===== config.mk =====
export PLATFORM = sky130hd
export DESIGN_NAME = mbc_control
export DESIGN_NICKNAME = d
export VERILOG_FILES = /design/src/rtl/mbc_pkg.sv /design/src/rtl/mbc_regref_decode.sv /design/src/rtl/mbc_control.sv
export SDC_FILE = /design/constraint.sdc
export NUM_CORES = 1
export LEC_CHECK = 0
export ABC_CLOCK_PERIOD_IN_PS = 2000
export CORE_ASPECT_RATIO = 1.2
export CORE_MARGIN = 2
export CORE_UTILIZATION = 40
export DETAILED_ROUTE_END_ITERATION = 10
export PLACE_DENSITY = 0.67
export SLEW_MARGIN = 20
export SYNTH_ARGS = -nofsm -noshare
export SYNTH_HDL_FRONTEND = slang
export SYNTH_SLANG_ARGS = --single-unit

===== constraint.sdc =====
create_clock -name clk -period 2 [get_ports clk]
set_clock_uncertainty 0.1 [all_clocks]
set_input_delay 0.3 -clock clk [delete_from_list [all_inputs] [get_ports clk]]
set_output_delay 0.3 -clock clk [all_outputs]
set_load 0.02 [all_outputs]

===== src/rtl/mbc_pkg.sv =====
// -----------------------------------------------------------------------------
// mbc_pkg
// Shared definitions for the basic-computer control unit: controller state
// encoding, ALU operation codes, memory-reference opcodes, register-reference
// instruction bit positions and small dispatch helpers.
// Optional feature used by the importing files: MBC_INDIRECT_EN (adds INDIR).
// -----------------------------------------------------------------------------
package mbc_pkg;

    // Controller states
    typedef enum logic [2:0] {
        ST_FETCH  = 3'd0,
        ST_DECODE = 3'd1,
        ST_INDIR  = 3'd2,
        ST_OPRD   = 3'd3,
        ST_EXEC   = 3'd4,
        ST_WRITE  = 3'd5,
        ST_REGREF = 3'd6,
        ST_HALT   = 3'd7
    } state_e;

    // ALU operation select codes
    localparam logic [3:0] ALU_AND  = 4'b0000;
    localparam logic [3:0] ALU_ADD  = 4'b0001;
    localparam logic [3:0] ALU_LDA  = 4'b0010;
    localparam logic [3:0] ALU_CMA  = 4'b0011;
    localparam logic [3:0] ALU_CIR  = 4'b0100;
    localparam logic [3:0] ALU_CIL  = 4'b0101;
    localparam logic [3:0] ALU_CLA  = 4'b0110;
    localparam logic [3:0] ALU_INC  = 4'b0111;
    localparam logic [3:0] ALU_CLE  = 4'b1000;
    localparam logic [3:0] ALU_CME  = 4'b1001;
    localparam logic [3:0] ALU_SPA  = 4'b1010;
    localparam logic [3:0] ALU_SNA  = 4'b1011;
    localparam logic [3:0] ALU_SZA  = 4'b1100;
    localparam logic [3:0] ALU_SZE  = 4'b1101;
    localparam logic [3:0] ALU_NONE = 4'b1111;

    // Opcode field IR[14:12]
    localparam logic [2:0] OP_AND = 3'd0;
    localparam logic [2:0] OP_ADD = 3'd1;
    localparam logic [2:0] OP_LDA = 3'd2;
    localparam logic [2:0] OP_STA = 3'd3;
    localparam logic [2:0] OP_BUN = 3'd4;
    localparam logic [2:0] OP_BSA = 3'd5;
    localparam logic [2:0] OP_ISZ = 3'd6;
    localparam logic [2:0] OP_REG = 3'd7;

    // Register-reference bit positions within IR[11:0] (bit 11 has priority)
    localparam int RR_CLA = 11;
    localparam int RR_CLE = 10;
    localparam int RR_CMA = 9;
    localparam int RR_CME = 8;
    localparam int RR_CIR = 7;
    localparam int RR_CIL = 6;
    localparam int RR_INC = 5;
    localparam int RR_SPA = 4;
    localparam int RR_SNA = 3;
    localparam int RR_SZA = 2;
    localparam int RR_SZE = 1;
    localparam int RR_HLT = 0;

    // Where a memory-reference instruction goes once its effective address is
    // known. BUN and ISZ both return to FETCH (BUN's pc load is done by caller).
    function automatic state_e mref_next(input logic [2:0] op);
        state_e nxt;
        case (op)
            OP_AND, OP_ADD, OP_LDA: nxt = ST_OPRD;
            OP_STA, OP_BSA:         nxt = ST_WRITE;
            default:                nxt = ST_FETCH;
        endcase
        return nxt;
    endfunction

    // States that hold a memory read request
    function automatic logic is_read_state(input state_e s);
        return (s == ST_FETCH) || (s == ST_INDIR) || (s == ST_OPRD);
    endfunction

endpackage


===== src/rtl/mbc_regref_decode.sv =====
// -----------------------------------------------------------------------------
// mbc_regref_decode
// Combinational decode of a register-reference instruction. Only the highest
// set bit of IR[11:0] is honoured (bit 11 highest); IR[11:0]=0 is a NOP.
// Ports:
//   ir_low   in  12  IR[11:0]
//   alu_code out 4   ALU operation (1111 when none)
//   ac_ld    out 1   accumulator load strobe
//   e_ld     out 1   E flag load strobe
//   skip     out 1   skip-type operation (pc advances if ALU flags condition)
//   hlt      out 1   halt instruction
// -----------------------------------------------------------------------------
module mbc_regref_decode
    import mbc_pkg::*;
(
    input  logic [11:0] ir_low,
    output logic [3:0]  alu_code,
    output logic        ac_ld,
    output logic        e_ld,
    output logic        skip,
    output logic        hlt
);

    // Priority decode of the register-reference operation
    always_comb begin
        alu_code = ALU_NONE;
        ac_ld    = 1'b0;
        e_ld     = 1'b0;
        skip     = 1'b0;
        hlt      = 1'b0;
        if (ir_low[RR_CLA]) begin
            alu_code = ALU_CLA;
            ac_ld    = 1'b1;
        end else if (ir_low[RR_CLE]) begin
            alu_code = ALU_CLE;
            e_ld     = 1'b1;
        end else if (ir_low[RR_CMA]) begin
            alu_code = ALU_CMA;
            ac_ld    = 1'b1;
        end else if (ir_low[RR_CME]) begin
            alu_code = ALU_CME;
            e_ld     = 1'b1;
        end else if (ir_low[RR_CIR]) begin
            alu_code = ALU_CIR;
            ac_ld    = 1'b1;
            e_ld     = 1'b1;
        end else if (ir_low[RR_CIL]) begin
            alu_code = ALU_CIL;
            ac_ld    = 1'b1;
            e_ld     = 1'b1;
        end else if (ir_low[RR_INC]) begin
            alu_code = ALU_INC;
            ac_ld    = 1'b1;
        end else if (ir_low[RR_SPA]) begin
            alu_code = ALU_SPA;
            skip     = 1'b1;
        end else if (ir_low[RR_SNA]) begin
            alu_code = ALU_SNA;
            skip     = 1'b1;
        end else if (ir_low[RR_SZA]) begin
            alu_code = ALU_SZA;
            skip     = 1'b1;
        end else if (ir_low[RR_SZE]) begin
            alu_code = ALU_SZE;
            skip     = 1'b1;
        end else if (ir_low[RR_HLT]) begin
            hlt      = 1'b1;
        end else begin
            alu_code = ALU_NONE;
        end
    end

endmodule


===== src/rtl/mbc_control.sv =====
// -----------------------------------------------------------------------------
// mbc_control
// Control unit of a 16-bit basic computer: fetches, decodes and sequences
// memory-reference and register-reference instructions against a handshaked
// memory and an external ALU/accumulator.
// Ports:
//   clk, rst            clock, synchronous active-high reset
//   mem_rdata, mem_ack  memory read data, transfer complete
//   ac, alu_inc         accumulator value, ALU skip-condition flag
//   mem_addr, mem_wdata memory address / write data
//   mem_rd, mem_wr      memory requests
//   alu_code            ALU operation select (1111 = none)
//   ac_ld, e_ld, dr_ld  load strobes
//   pc, halted          program counter, HLT executed
// Configuration: define MBC_INDIRECT_EN to add indirect addressing (INDIR);
// otherwise IR[15] is ignored for opcodes 0-6.
// Requests, address, ALU code and strobes are registered from the next state,
// so every memory state opens with at least one cycle of no request after an
// ack (the request always drops the cycle after an ack is taken). dr_ld and
// mem_wdata follow the current state/inputs because they must coincide with
// the ack cycle and the live accumulator respectively.
// -----------------------------------------------------------------------------
module mbc_control
    import mbc_pkg::*;
(
    input  logic        clk,
    input  logic        rst,
    input  logic [15:0] mem_rdata,
    input  logic        mem_ack,
    input  logic [15:0] ac,
    input  logic        alu_inc,
    output logic [11:0] mem_addr,
    output logic [15:0] mem_wdata,
    output logic        mem_rd,
    output logic        mem_wr,
    output logic [3:0]  alu_code,
    output logic        ac_ld,
    output logic        e_ld,
    output logic        dr_ld,
    output logic [11:0] pc,
    output logic        halted
);

    state_e      state_r, state_s;
    logic [11:0] pc_r, pc_s;
    logic [11:0] ar_r, ar_s;
    logic [15:0] ir_r, ir_s;

    logic        mem_rd_r, mem_wr_r;
    logic [11:0] mem_addr_r;
    logic [3:0]  alu_code_r;
    logic        ac_ld_r, e_ld_r, halted_r;

    logic        rd_s, wr_s;
    logic [11:0] addr_s;
    logic [3:0]  alu_code_s;
    logic        ac_ld_s, e_ld_s, halted_s;

    logic        ack_s;
    logic [2:0]  op_s;

    logic [3:0]  rr_alu_code_s;
    logic        rr_ac_ld_s, rr_e_ld_s, rr_skip_s, rr_hlt_s;

    // An ack only counts while a request is actually being presented
    assign ack_s = mem_ack & (mem_rd_r | mem_wr_r);
    assign op_s  = ir_r[14:12];

    mbc_regref_decode u_regref (
        .ir_low   (ir_r[11:0]),
        .alu_code (rr_alu_code_s),
        .ac_ld    (rr_ac_ld_s),
        .e_ld     (rr_e_ld_s),
        .skip     (rr_skip_s),
        .hlt      (rr_hlt_s)
    );

    // Next-state and datapath register update
    always_comb begin
        state_s = state_r;
        pc_s    = pc_r;
        ar_s    = ar_r;
        ir_s    = ir_r;
        case (state_r)
            ST_FETCH: begin
                if (ack_s) begin
                    ir_s    = mem_rdata;
                    pc_s    = pc_r + 12'd1;
                    state_s = ST_DECODE;
                end else begin
                    state_s = ST_FETCH;
                end
            end
            ST_DECODE: begin
                ar_s = ir_r[11:0];
                if (op_s == OP_REG) begin
                    // IR[15]=1 here is an I/O instruction, executed as a NOP
                    state_s = ir_r[15] ? ST_FETCH : ST_REGREF;
`ifdef MBC_INDIRECT_EN
                end else if (ir_r[15]) begin
                    state_s = ST_INDIR;
`endif
                end else begin
                    state_s = mref_next(op_s);
                    if (op_s == OP_BUN) begin
                        pc_s = ir_r[11:0];
                    end else begin
                        pc_s = pc_r;
                    end
                end
            end
`ifdef MBC_INDIRECT_EN
            ST_INDIR: begin
                if (ack_s) begin
                    ar_s    = mem_rdata[11:0];
                    state_s = mref_next(op_s);
                    if (op_s == OP_BUN) begin
                        pc_s = mem_rdata[11:0];
                    end else begin
                        pc_s = pc_r;
                    end
                end else begin
                    state_s = ST_INDIR;
                end
            end
`endif
            ST_OPRD: begin
                if (ack_s) begin
                    state_s = ST_EXEC;
                end else begin
                    state_s = ST_OPRD;
                end
            end
            ST_EXEC: begin
                state_s = ST_FETCH;
            end
            ST_WRITE: begin
                if (ack_s) begin
                    state_s = ST_FETCH;
                    if (op_s == OP_BSA) begin
                        pc_s = ar_r + 12'd1;
                    end else begin
                        pc_s = pc_r;
                    end
                end else begin
                    state_s = ST_WRITE;
                end
            end
            ST_REGREF: begin
                state_s = rr_hlt_s ? ST_HALT : ST_FETCH;
                if (rr_skip_s && alu_inc) begin
                    pc_s = pc_r + 12'd1;
                end else begin
                    pc_s = pc_r;
                end
            end
            ST_HALT: begin
                state_s = ST_HALT;
            end
            default: begin
                state_s = ST_FETCH;
            end
        endcase
    end

    // Output values for the state being entered (registered below)
    always_comb begin
        rd_s       = is_read_state(state_s) && !ack_s;
        wr_s       = (state_s == ST_WRITE) && !ack_s;
        addr_s     = 12'h000;
        alu_code_s = ALU_NONE;
        ac_ld_s    = 1'b0;
        e_ld_s     = 1'b0;
        halted_s   = (state_s == ST_HALT);
        case (state_s)
            ST_FETCH: begin
                addr_s = pc_s;
            end
            ST_INDIR, ST_OPRD, ST_WRITE: begin
                addr_s = ar_s;
            end
            ST_EXEC: begin
                case (op_s)
                    OP_AND: begin
                        alu_code_s = ALU_AND;
                        ac_ld_s    = 1'b1;
                    end
                    OP_ADD: begin
                        alu_code_s = ALU_ADD;
                        ac_ld_s    = 1'b1;
                        e_ld_s     = 1'b1;
                    end
                    OP_LDA: begin
                        alu_code_s = ALU_LDA;
                        ac_ld_s    = 1'b1;
                    end
                    default: begin
                        alu_code_s = ALU_NONE;
                    end
                endcase
            end
            ST_REGREF: begin
                alu_code_s = rr_alu_code_s;
                ac_ld_s    = rr_ac_ld_s;
                e_ld_s     = rr_e_ld_s;
            end
            default: begin
                addr_s = 12'h000;
            end
        endcase
    end

    // State, datapath and output registers; reset also aborts any open handshake
    always_ff @(posedge clk) begin
        if (rst) begin
            state_r    <= ST_FETCH;
            pc_r       <= 12'h000;
            ar_r       <= 12'h000;
            ir_r       <= 16'h0000;
            mem_rd_r   <= 1'b0;
            mem_wr_r   <= 1'b0;
            mem_addr_r <= 12'h000;
            alu_code_r <= ALU_NONE;
            ac_ld_r    <= 1'b0;
            e_ld_r     <= 1'b0;
            halted_r   <= 1'b0;
        end else begin
            state_r    <= state_s;
            pc_r       <= pc_s;
            ar_r       <= ar_s;
            ir_r       <= ir_s;
            mem_rd_r   <= rd_s;
            mem_wr_r   <= wr_s;
            mem_addr_r <= addr_s;
            alu_code_r <= alu_code_s;
            ac_ld_r    <= ac_ld_s;
            e_ld_r     <= e_ld_s;
            halted_r   <= halted_s;
        end
    end

    // Write data tracks the live accumulator (STA) or return address (BSA)
    always_comb begin
        mem_wdata = 16'h0000;
        if (state_r == ST_WRITE) begin
            mem_wdata = (op_s == OP_STA) ? ac : {4'h0, pc_r};
        end else begin
            mem_wdata = 16'h0000;
        end
    end

    assign dr_ld    = (state_r == ST_OPRD) && ack_s;
    assign mem_rd   = mem_rd_r;
    assign mem_wr   = mem_wr_r;
    assign mem_addr = mem_addr_r;
    assign alu_code = alu_code_r;
    assign ac_ld    = ac_ld_r;
    assign e_ld     = e_ld_r;
    assign pc       = pc_r;
    assign halted   = halted_r;

endmodule


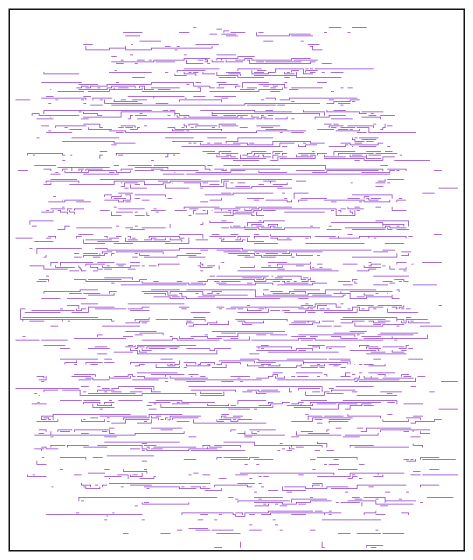
Figure 1: M1 wires.
- main direction: horizontal
- longest straight run: 40.0 um
- share of all routed wire: 39%
- wire length on this layer: 5280 um
- nets with wire on the layer: 617

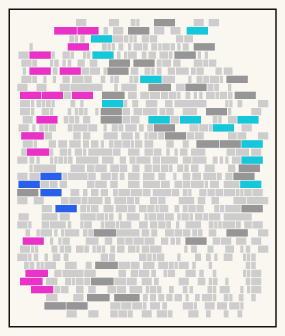
Figure 2: sequential cells grouped by signal name.
- `alu_code`: blue (sequential cells 4; where middle left)
- `ir_r`: magenta (sequential cells 16)
- `mem_addr`: cyan (sequential cells 12)
- not coloured: 32
register area: 1300 um^2
sequential share of cell area: 0.226

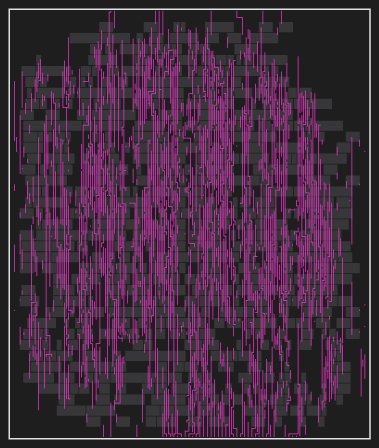
Figure 3: signal wires on met2.
Cells faint in the background.
- longest straight run: 42.8 um
- wire length on this layer: 7000 um
- share of all routed wire: 52%
- nets with wire on the layer: 583
met2 usage: 0.503
via count: 4235
Post-Route WL: 13400 um

==> metrics.yaml <==
outcome:
  status: "finished, violations left"
  violations: "setup timing"
worst_setup_path:
  crit_path_end_kind: "register"
  path_cells: "o41a_1 -> a311o_2 -> buf_6 -> o211ai_1 -> nand2_1 -> a311oi_2 -> buf_4 -> a22o_1"
  crit_arrival_ns: 2.31
  crit_buf_inv: 2
  crit_type: "reg2reg"
  required_ns: 2.18
  worst_path_max_delay_cell: "o41a_1"
synth:
  synth_simple_gate_area_share: 0.291
  ys_seq_elements: 64
  synthCells: 460
  synth_area_per_cell_um2: 7.58
  synthMostInstantiatedCell: "nand2_1"
  ys_warn_count: 0
  edf_count: 0
  synth_cell_type_count: 66
  ys_area_um2: 3490
  compound_area_frac: 0.246
  synth_top_cell_by_area: "dfxtp_1"
  synth_area_um2: 3490
  synthTopCellsByArea: "dfxtp_1 37%, nand2_1 11%, a21oi_1 7.6%"
sta:
  final_period_minus_worst_setup_slack_ns: 2.13
  setup_ws_ns: -0.132
  timing.slew.headroom: 0.645
  post-route-period-util: 1.07
  hold_slack_ns: 0.375
  setup_viol: 15
power:
  p_seq_mw: 1.36
  power.switching_mw: 1.02
  p_clk_mw: 1.29
  pwr_density_cell_nw_per_um2: 603
  comb-power_mw: 0.813
  seq_power_share: 0.393
clock_tree:
  insertion_delay_ns: 0.34
  cts_num_sinks: 64
  cts_max_level: 3
  cts-root-buf: "clkbuf_8"
  ctsHoldBuffers: 0
  cts_made_buffers: 9
placement:
  routabilityCongestion: 0.982
  io_buffers: 85
  dp_cells: 734
  dpl-instance-area_um2: 5130
finish:
  drive_gt1_frac: 0.332
  syn_to_final_growth_pct: 65.0
  comb-cell-share: 0.402
  fillCellCount: 745
  largestClassByArea: "logic gates"
  antenna_cells: 0
  inverters: 7
  top_register: "ir_r"
floorplan:
  fp.dieW_um: 89.2
worst_hold_path:
  whs_endpoint: "ir_r[15]"
  hold_start: "ir_r[15]"
route:
  highest_layer: "met4"
  route.met3.wl_um: 609
  first_pass_iters: 5
global_route:
  grtUsageMet1: 0.335
  grt_pass1_wl_um: 20700
  grt_pass1_vias: 4210
job:
  drv_cap: 0
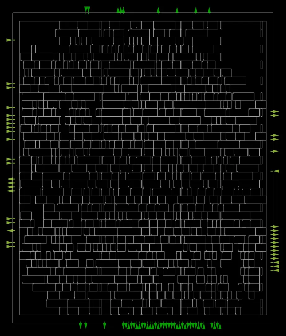
Figure 4: cell placement.
final core occ: 0.675
flop count: 64
tap cells: 117
Rows: 37
Core ar.: 8520 um^2

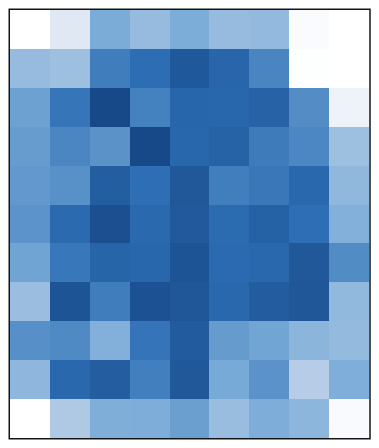
Figure 5: cell area per tile.
9 x 11 tiles, from white (low) to dark blue (high), 0 to 100% covered.
- nearly empty tiles: 5.1%
- mean over tiles: 59%
- fullest tile: 90%
- tiles over 75% full: 37%
- densest ninth of the die: centre

Power is estimated from default activity; no workload was simulated.
